==> src/rtl/mc14500_core_sync.sv <==
// mc14500_core_sync: single-clock MC14500B-style ICU with program memory,
// scratch bits, output latches, return stack and run/single-step control.
module mc14500_core_sync #(
  parameter int ADDR_WIDTH        = 8,
  parameter int INSTRUCTION_WIDTH = 4,
  parameter int DATA_WIDTH        = ADDR_WIDTH + INSTRUCTION_WIDTH,
  parameter int INPUT_SIZE        = 5,
  parameter int OUTPUT_SIZE       = 5,
  parameter int SCRATCH_SIZE      = 8,
  parameter int STACK_DEPTH       = 4
) (
  input  logic                   clk,
  input  logic                   reset,
  input  logic                   run,
  input  logic                   step,
  input  logic                   program_write,
  input  logic [ADDR_WIDTH-1:0]  program_addr,
  input  logic [DATA_WIDTH-1:0]  program_cmd,
  input  logic [INPUT_SIZE-1:0]  input_pins,
  output logic [OUTPUT_SIZE-1:0] output_pins,
  output logic [ADDR_WIDTH-1:0]  pc,
  output logic                   halted,
  output logic                   flag_o,
  output logic                   flag_f,
  output logic                   stack_overflow
);

  typedef enum logic [1:0] {S_IDLE, S_FETCH, S_EXEC} state_e;

  typedef enum logic [3:0] {
    OP_NOPO, OP_LD, OP_LDC, OP_AND, OP_ANDC, OP_OR, OP_ORC, OP_XNOR,
    OP_STO, OP_STOC, OP_IEN, OP_OEN, OP_JMP, OP_RTN, OP_SKZ, OP_NOPF
  } op_e;

  localparam int SCR_BASE = INPUT_SIZE;
  localparam int OUT_BASE = INPUT_SIZE + SCRATCH_SIZE;
  localparam int SP_W     = $clog2(STACK_DEPTH + 1);

  state_e                  state_q, state_d;
  logic [ADDR_WIDTH-1:0]   pc_q, pc_d, pc_inc, operand;
  logic                    rr_q, rr_d, ien_q, ien_d, oen_q, oen_d;
  logic                    skip_q, skip_d;
  logic                    flag_o_q, flag_o_d, flag_f_q, flag_f_d;
  logic                    ovf_q, ovf_d;
  logic [OUTPUT_SIZE-1:0]  out_q, out_d;
  logic [SCRATCH_SIZE-1:0] scratch_q, scratch_d;
  logic [ADDR_WIDTH-1:0]   stack_q [STACK_DEPTH];
  logic [ADDR_WIDTH-1:0]   stack_d [STACK_DEPTH];
  logic [SP_W-1:0]         sp_q, sp_d;
  logic [DATA_WIDTH-1:0]   mem [2**ADDR_WIDTH];
  logic [DATA_WIDTH-1:0]   instr_q;
  op_e                     op;
  logic [31:0]             addr_ext;
  logic                    raw_bit, data_bit, wr_en, wr_bit;

  assign op       = op_e'(instr_q[DATA_WIDTH-1 -: INSTRUCTION_WIDTH]);
  assign operand  = instr_q[ADDR_WIDTH-1:0];
  assign addr_ext = 32'(operand);
  assign pc_inc   = pc_q + ADDR_WIDTH'(1);

  assign output_pins    = out_q;
  assign pc             = pc_q;
  assign halted         = (state_q == S_IDLE);
  assign flag_o         = flag_o_q;
  assign flag_f         = flag_f_q;
  assign stack_overflow = ovf_q;

  // Operand read decode: inputs, scratch, output readback, RR; gated by IEN.
  always_comb begin
    raw_bit = 1'b0;
    for (int i = 0; i < INPUT_SIZE; i++)
      if (addr_ext == 32'(i)) raw_bit = input_pins[i];
    for (int i = 0; i < SCRATCH_SIZE; i++)
      if (addr_ext == 32'(SCR_BASE + i)) raw_bit = scratch_q[i];
    for (int i = 0; i < OUTPUT_SIZE; i++)
      if (addr_ext == 32'(OUT_BASE + i)) raw_bit = out_q[i];
    if (operand == '1) raw_bit = rr_q;
    data_bit = ien_q & raw_bit;
  end

  // Sequencer and instruction execution: all architectural updates happen on the EXEC edge.
  always_comb begin
    // NOTE: every variable gets its hold/default value first so no path leaves it unassigned (no latches).
    state_d   = state_q;
    pc_d      = pc_q;
    rr_d      = rr_q;
    ien_d     = ien_q;
    oen_d     = oen_q;
    skip_d    = skip_q;
    out_d     = out_q;
    scratch_d = scratch_q;
    stack_d   = stack_q;
    sp_d      = sp_q;
    ovf_d     = ovf_q;
    flag_o_d  = 1'b0;
    flag_f_d  = 1'b0;
    wr_en     = 1'b0;
    wr_bit    = 1'b0;

    case (state_q)
      S_IDLE:  if (run || step) state_d = S_FETCH;
      S_FETCH: state_d = S_EXEC;
      S_EXEC: begin
        state_d = run ? S_FETCH : S_IDLE;
        pc_d    = pc_inc;
        skip_d  = 1'b0;
        if (!skip_q) begin
          case (op)
            OP_NOPO: flag_o_d = 1'b1;
            OP_LD:   rr_d = data_bit;
            OP_LDC:  rr_d = ~data_bit;
            OP_AND:  rr_d = rr_q & data_bit;
            OP_ANDC: rr_d = rr_q & ~data_bit;
            OP_OR:   rr_d = rr_q | data_bit;
            OP_ORC:  rr_d = rr_q | ~data_bit;
            OP_XNOR: rr_d = ~(rr_q ^ data_bit);
            OP_STO: begin
              wr_en  = oen_q;
              wr_bit = rr_q;
            end
            OP_STOC: begin
              wr_en  = oen_q;
              wr_bit = ~rr_q;
            end
            OP_IEN:  ien_d = data_bit;
            OP_OEN:  oen_d = data_bit;
            OP_JMP: begin
              pc_d = operand;
              if (sp_q == SP_W'(STACK_DEPTH)) begin
                // Full: drop the oldest return address to make room.
                for (int i = 0; i < STACK_DEPTH - 1; i++) stack_d[i] = stack_q[i+1];
                stack_d[STACK_DEPTH-1] = pc_inc;
                ovf_d = 1'b1;
              end else begin
                for (int i = 0; i < STACK_DEPTH; i++)
                  if (sp_q == SP_W'(i)) stack_d[i] = pc_inc;
                sp_d = sp_q + SP_W'(1);
              end
            end
            OP_RTN: begin
              if (sp_q != '0) begin
                for (int i = 0; i < STACK_DEPTH; i++)
                  if (sp_q == SP_W'(i + 1)) pc_d = stack_q[i];
                sp_d = sp_q - SP_W'(1);
              end
            end
            OP_SKZ:  skip_d = ~rr_q;
            OP_NOPF: flag_f_d = 1'b1;
            default: ;
          endcase
        end
        if (wr_en) begin
          for (int i = 0; i < SCRATCH_SIZE; i++)
            if (addr_ext == 32'(SCR_BASE + i)) scratch_d[i] = wr_bit;
          for (int i = 0; i < OUTPUT_SIZE; i++)
            if (addr_ext == 32'(OUT_BASE + i)) out_d[i] = wr_bit;
        end
      end
      default: state_d = S_IDLE;
    endcase
  end

  // Program memory: load port writes while halted, FETCH registers mem[pc].
  always_ff @(posedge clk) begin
    // NOTE: the array and its read register have no reset so they map onto RAM; contents survive reset.
    if (program_write && state_q == S_IDLE) mem[program_addr] <= program_cmd;
    if (state_q == S_FETCH) instr_q <= mem[pc_q];
  end

  // Architectural state registers with asynchronous active-high reset.
  always_ff @(posedge clk or posedge reset) begin
    // NOTE: state uses non-blocking assignments so every register samples pre-edge values.
    if (reset) begin
      state_q   <= S_IDLE;
      pc_q      <= '0;
      rr_q      <= 1'b0;
      ien_q     <= 1'b1;
      oen_q     <= 1'b1;
      skip_q    <= 1'b0;
      out_q     <= '0;
      scratch_q <= '0;
      sp_q      <= '0;
      ovf_q     <= 1'b0;
      flag_o_q  <= 1'b0;
      flag_f_q  <= 1'b0;
      for (int i = 0; i < STACK_DEPTH; i++) stack_q[i] <= '0;
    end else begin
      state_q   <= state_d;
      pc_q      <= pc_d;
      rr_q      <= rr_d;
      ien_q     <= ien_d;
      oen_q     <= oen_d;
      skip_q    <= skip_d;
      out_q     <= out_d;
      scratch_q <= scratch_d;
      sp_q      <= sp_d;
      ovf_q     <= ovf_d;
      flag_o_q  <= flag_o_d;
      flag_f_q  <= flag_f_d;
      stack_q   <= stack_d;
    end
  end

endmodule

==> config.mk <==
export PLATFORM = sky130hd
export DESIGN_NAME = mc14500_core_sync
export DESIGN_NICKNAME = d
export VERILOG_FILES = /design/src/rtl/mc14500_core_sync.sv
export SDC_FILE = /design/constraint.sdc
export NUM_CORES = 2
export LEC_CHECK = 0
export CAP_MARGIN = 20
export CORE_MARGIN = 2
export CORE_UTILIZATION = 45
export CTS_CLUSTER_SIZE = 40
export DETAILED_ROUTE_END_ITERATION = 10
export GPL_TIMING_DRIVEN = 0
export PLACE_DENSITY_LB_ADDON = 0.08
export SYNTH_ARGS = -nofsm -noshare
export SYNTH_HDL_FRONTEND = slang
export SYNTH_SLANG_ARGS = --single-unit
==> constraint.sdc <==
create_clock -name clk -period 3.37 [get_ports clk]
set_input_delay 0.674 -clock clk [delete_from_list [all_inputs] [get_ports clk]]
set_output_delay 0.674 -clock clk [all_outputs]
set_load 0.01 [all_outputs]
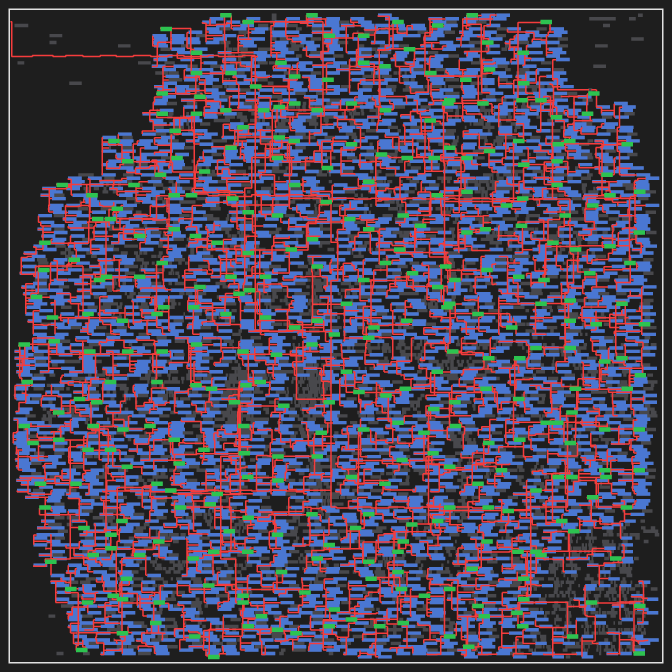
*Clock wires, drivers and flops*
red -> clock wires  # length 38.2 mm
green -> clock-net drivers  # count 336
blue -> flip-flops  # count 3149
flops lie = all over the die
Clock Skews: 0.0509 ns
Clock Power Share: 30.9%
P_clk: 36.1 mW

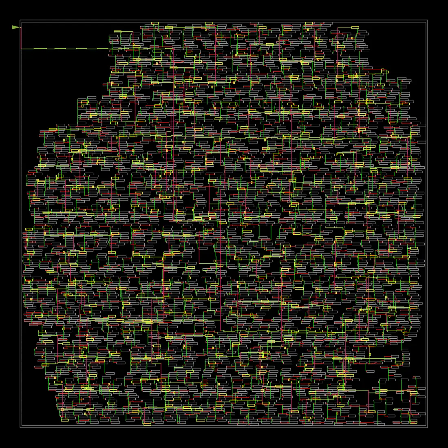
*The clock network*
Flops: 3149
Worst-Skew Late Latency: 0.95 ns
clock buffer count from CTS: 336

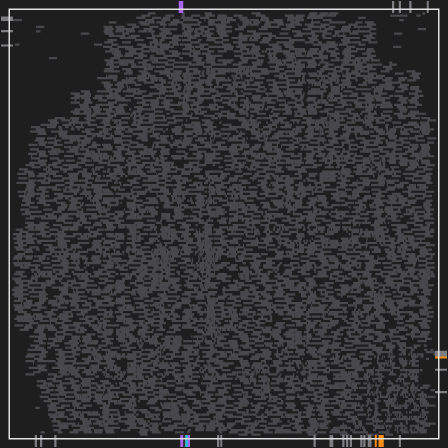
*I/O pins on the die edge*
Pins as bars across the die edge, other pins in gray.
cyan -> program_write  # pins 1, direction input, edge bottom
purple -> program_addr  # pins 8, direction input, edge 4 bottom, 4 top
orange -> output_pins  # pins 5, direction output, edge 4 bottom, 1 right
Die Width: 522 microns
PortBufs: 42

[kinds of logic (layout without fill, tap and decap cells)]
logic type / count (synthesis) / in the layout / share of synthesized area, %
buffers and inverters: 366 / 1321 / 1.32
other: 0 / 6 / 0
AND/OR/NAND/NOR: 561 / 561 / 2.09
AND-OR/OR-AND: 731 / 731 / 3.99
XOR/XNOR: 10 / 10 / 0.0724
flip-flops: 3149 / 3149 / 77.9
adder cells (fa/ha/maj): 7 / 7 / 0.0724
multiplexers: 791 / 791 / 14.5
[worst min-delay path by stage]
stage	endpoint	slack (ns)	from	cells past startpoint
5_1_grt	mem[68][6]	0.04	program_cmd[6]	1
3_5_place_dp	stack_q[30]	0.48	stack_q[30]	2
2_1_floorplan	stack_q[29]	0.45	stack_q[29]	2
6_report	mem[68][6]	0.07	program_cmd[6]	1
3_3_place_gp	stack_q[29]	0.47	stack_q[29]	2
4_1_cts	mem[71][6]	0.002	program_cmd[6]	1
[metal layers]
metal / wire [microns] / track usage [%]
met1: 153000 / 38.9
met2: 179000 / 43.1
met3: 30600 / 5.45
met4: 13600 / 9.35
met5: 27 / 0
[power by group]
| group | switching, mW | total, mW | internal [mW] |
|---|---|---|---|
| clock | 15.5 | 36.1 | 20.6 |
| combinational | 22.7 | 37.0 | 14.3 |
| sequential | 0.413 | 43.8 | 43.4 |
| total | 38.6 | 117 | 78.3 |
[registers in the layout, summed over array words and instances, names as in the netlist, 2 cells and up]
| name | cells |
|---|---|
| instr_q | 12 |
| output_pins | 5 |
| mem | 3072 |
| sp_q | 3 |
| scratch_q | 8 |
| stack_q | 32 |
| state_q | 2 |
| pc | 8 |
[placed cells by master (no fill, tap or decap), types with 14 or more instances in the layout]
| cell | synthesis | final |
|---|---|---|
| edfxtp_1 | 3084 | 3084 |
| nor4_4 | 0 | 31 |
| a21oi_4 | 0 | 41 |
| nor2_1 | 289 | 136 |
| nand2_1 | 95 | 94 |
| nand3_1 | 31 | 19 |
| clkbuf_8 | 0 | 24 |
| clkbuf_4 | 0 | 40 |
| bufinv_16 | 0 | 26 |
| dfrtp_1 | 63 | 58 |
| mux2_2 | 14 | 14 |
| nand2b_1 | 19 | 19 |
| clkinv_2 | 0 | 56 |
| buf_8 | 0 | 69 |
| a22oi_2 | 0 | 138 |
| nor2_4 | 0 | 34 |
| clkbuf_1 | 220 | 156 |
| clkbuf_16 | 0 | 341 |
| buf_16 | 0 | 39 |
| nor2b_1 | 17 | 15 |
| nor2_2 | 0 | 119 |
| o21ai_0 | 55 | 55 |
| buf_6 | 7 | 196 |
| a21oi_1 | 212 | 83 |
| clkbuf_2 | 0 | 58 |
| clkdlybuf4s50_1 | 0 | 30 |
| nor4_1 | 55 | 14 |
| a21oi_2 | 0 | 88 |
| a22oi_1 | 388 | 250 |
| clkinv_1 | 0 | 82 |
| buf_2 | 60 | 24 |
| buf_4 | 26 | 104 |
| buf_12 | 0 | 29 |
| mux4_2 | 770 | 770 |
[timing repair]
item                                   in CTS  in global routing
gates resized                             951                181
pin swaps                                  37                 35
cloned                                      4                  0
hold buffers                                1                  0
setup endpoints to repair                2381               1217
setup buffers                              18                  3
endpoints found under the hold margin       8                  0
==> flow_metrics.tcl <==
# place-and-route summary
set metrics [dict create \
    status "finished, violations left" \
    violations "setup timing" \
    critPathTopFamily "AND-OR/OR-AND gates" \
    drt_iter0_drc 8712 \
    floorplan.core_util_pct 45.2 \
    hold_ws_ns 0.0661 \
    max_stage_delay_ns 0.59 \
    htree_levels 5 \
    cts_buffer_depth 4 \
    final_nets 6348 \
    fmax_ghz 0.281 \
    endpoint "instr_q[9]" \
    synth.top_cell.area_share_pct 76.6 \
    crit_slowest_cell "dfrtp_4" \
    final_antenna_net_count 0 \
    maxCapViolCount 0 \
    ys_warn_count 0 \
    worstHoldPathType "input pin to flop" \
    crit_required_ns 4.12 \
    synth_cell_type_count 58 \
    wl_per_cell_microns 37.1 \
    fin_ws_ns -0.190 \
    logic_area_sq_um 27900 \
    die_area_sq_um 273000 \
    postSynthSeqShare_pct 77.9 \
    fin_tns_setup_ns -6.77 \
    placedCellCount 9501 \
    ys_top_cells_by_count "3084 x edfxtp_1, 770 x mux4_2, 388 x a22oi_1" \
    p_total_mw 117 \
    n_antenna_cell 6 \
    powerDensity_nw_per_um2 808 \
    crit_cells 9 \
    tightestPinTransition_ns 1.25 \
    nNonClkBuffers 712 \
    path_cells "nor2b_1, clkbuf_4, buf_6, clkbuf_1, a22oi_1, a21oi_1, nor4_1, o22ai_1, or2_4" \
    crit_fanout 11 \
    finalCoreUtilization_pct 54.1 \
    vias 62900 \
    ir_worst_vdd_mv 0.645 \
    cp-end-kind "flop" \
    firstDrtPassIters 5 \
    grt_antenna_before_repair 18 \
    inverters_excl_clock 12 \
    yosysTopAreaCell "edfxtp_1" \
    warning_count 81 \
    flop_cell "edfxtp_1" \
    synth.most_common_cell "edfxtp_1" \
    ys.flops 3149 \
    grt_max_degree 133 \
    top_area_cell_class "sequential cells" \
    track_usage_pct 27.5 \
    clk_pin_slew_ns 0.06 \
    power_leakage_nw 44.7 \
    timing.rr.end "instr_q[9]" \
    finalWeightedCongestion 0.919 \
    period_used_pct 106 \
    r2r.worst_path.cells 9 \
    cts_root_buf "clkbuf_16" \
    max_slew_margin_pct 16.4 \
    clock_tree_area_fraction_pct 7.31 \
    postSynthAreaPerCell_sq_um 21.5 \
    grt_pass1_vias 62600 \
    worstPathArrival_ns 4.31 \
    startpoint_type "flop" \
    place_area_sq_um 130000 \
    r2r_slack_ns -0.19 \
    reg2reg_from "pc[2]" \
    drv_slew 0 \
    layout_min_cycle_time_ns 3.56 \
    area_share_nonclk_buffers_pct 5.15 \
    drc_errors 0 \
    dp_worst_setup_slack_ns -2.52 \
    row_count 190 \
    async_reset_ff_share_pct 2.06 \
    logic_gate_count 2100 \
    viasPerCell 6.21 \
    crit_type "flop to flop" \
    stdcell_count 10100 \
    final_area_sq_um 145000 \
    grt-ovfl-total 0 \
    fp_nets 5652 \
    wl_mm 376 \
    nWellTaps 3552 \
    synth-edff-count 3084 \
    syn_area_sq_um 121000 \
    ys_cells 5615 \
    setup_viol 106 \
    sh_comb_area_pct 19.3 \
    regArea_sq_um 94200 \
    critPathBufInv 3 \
    finalHoldViolCount 0 \
    cts.sinks 3149 \
    hpwl_mm 256 \
    synth.area.top_cells "edfxtp_1 77%, mux4_2 14%, a22oi_1 2.4%" \
    grt_setup_unrepaired "yes" \
    clock_buffers 406 \
    area_growth_pct 19.7 \
    ioPinCount 47 \
    synth_cells 5615 \
    ys_chip_area_sq_um 121000 \
    nFillCells 20700 \
    sh_seq_area_pct 65.1 \
    cp-startpoint "pc[2]" \
    final_layout_size_suffix_gt1_share_pct 35.6 \
    core_area_sq_um 268000 \
    cts_tree "built" \
    grt_pass1_wl_mm 515 \
]
No activity file was given, so power comes from the tool's default toggle rates.
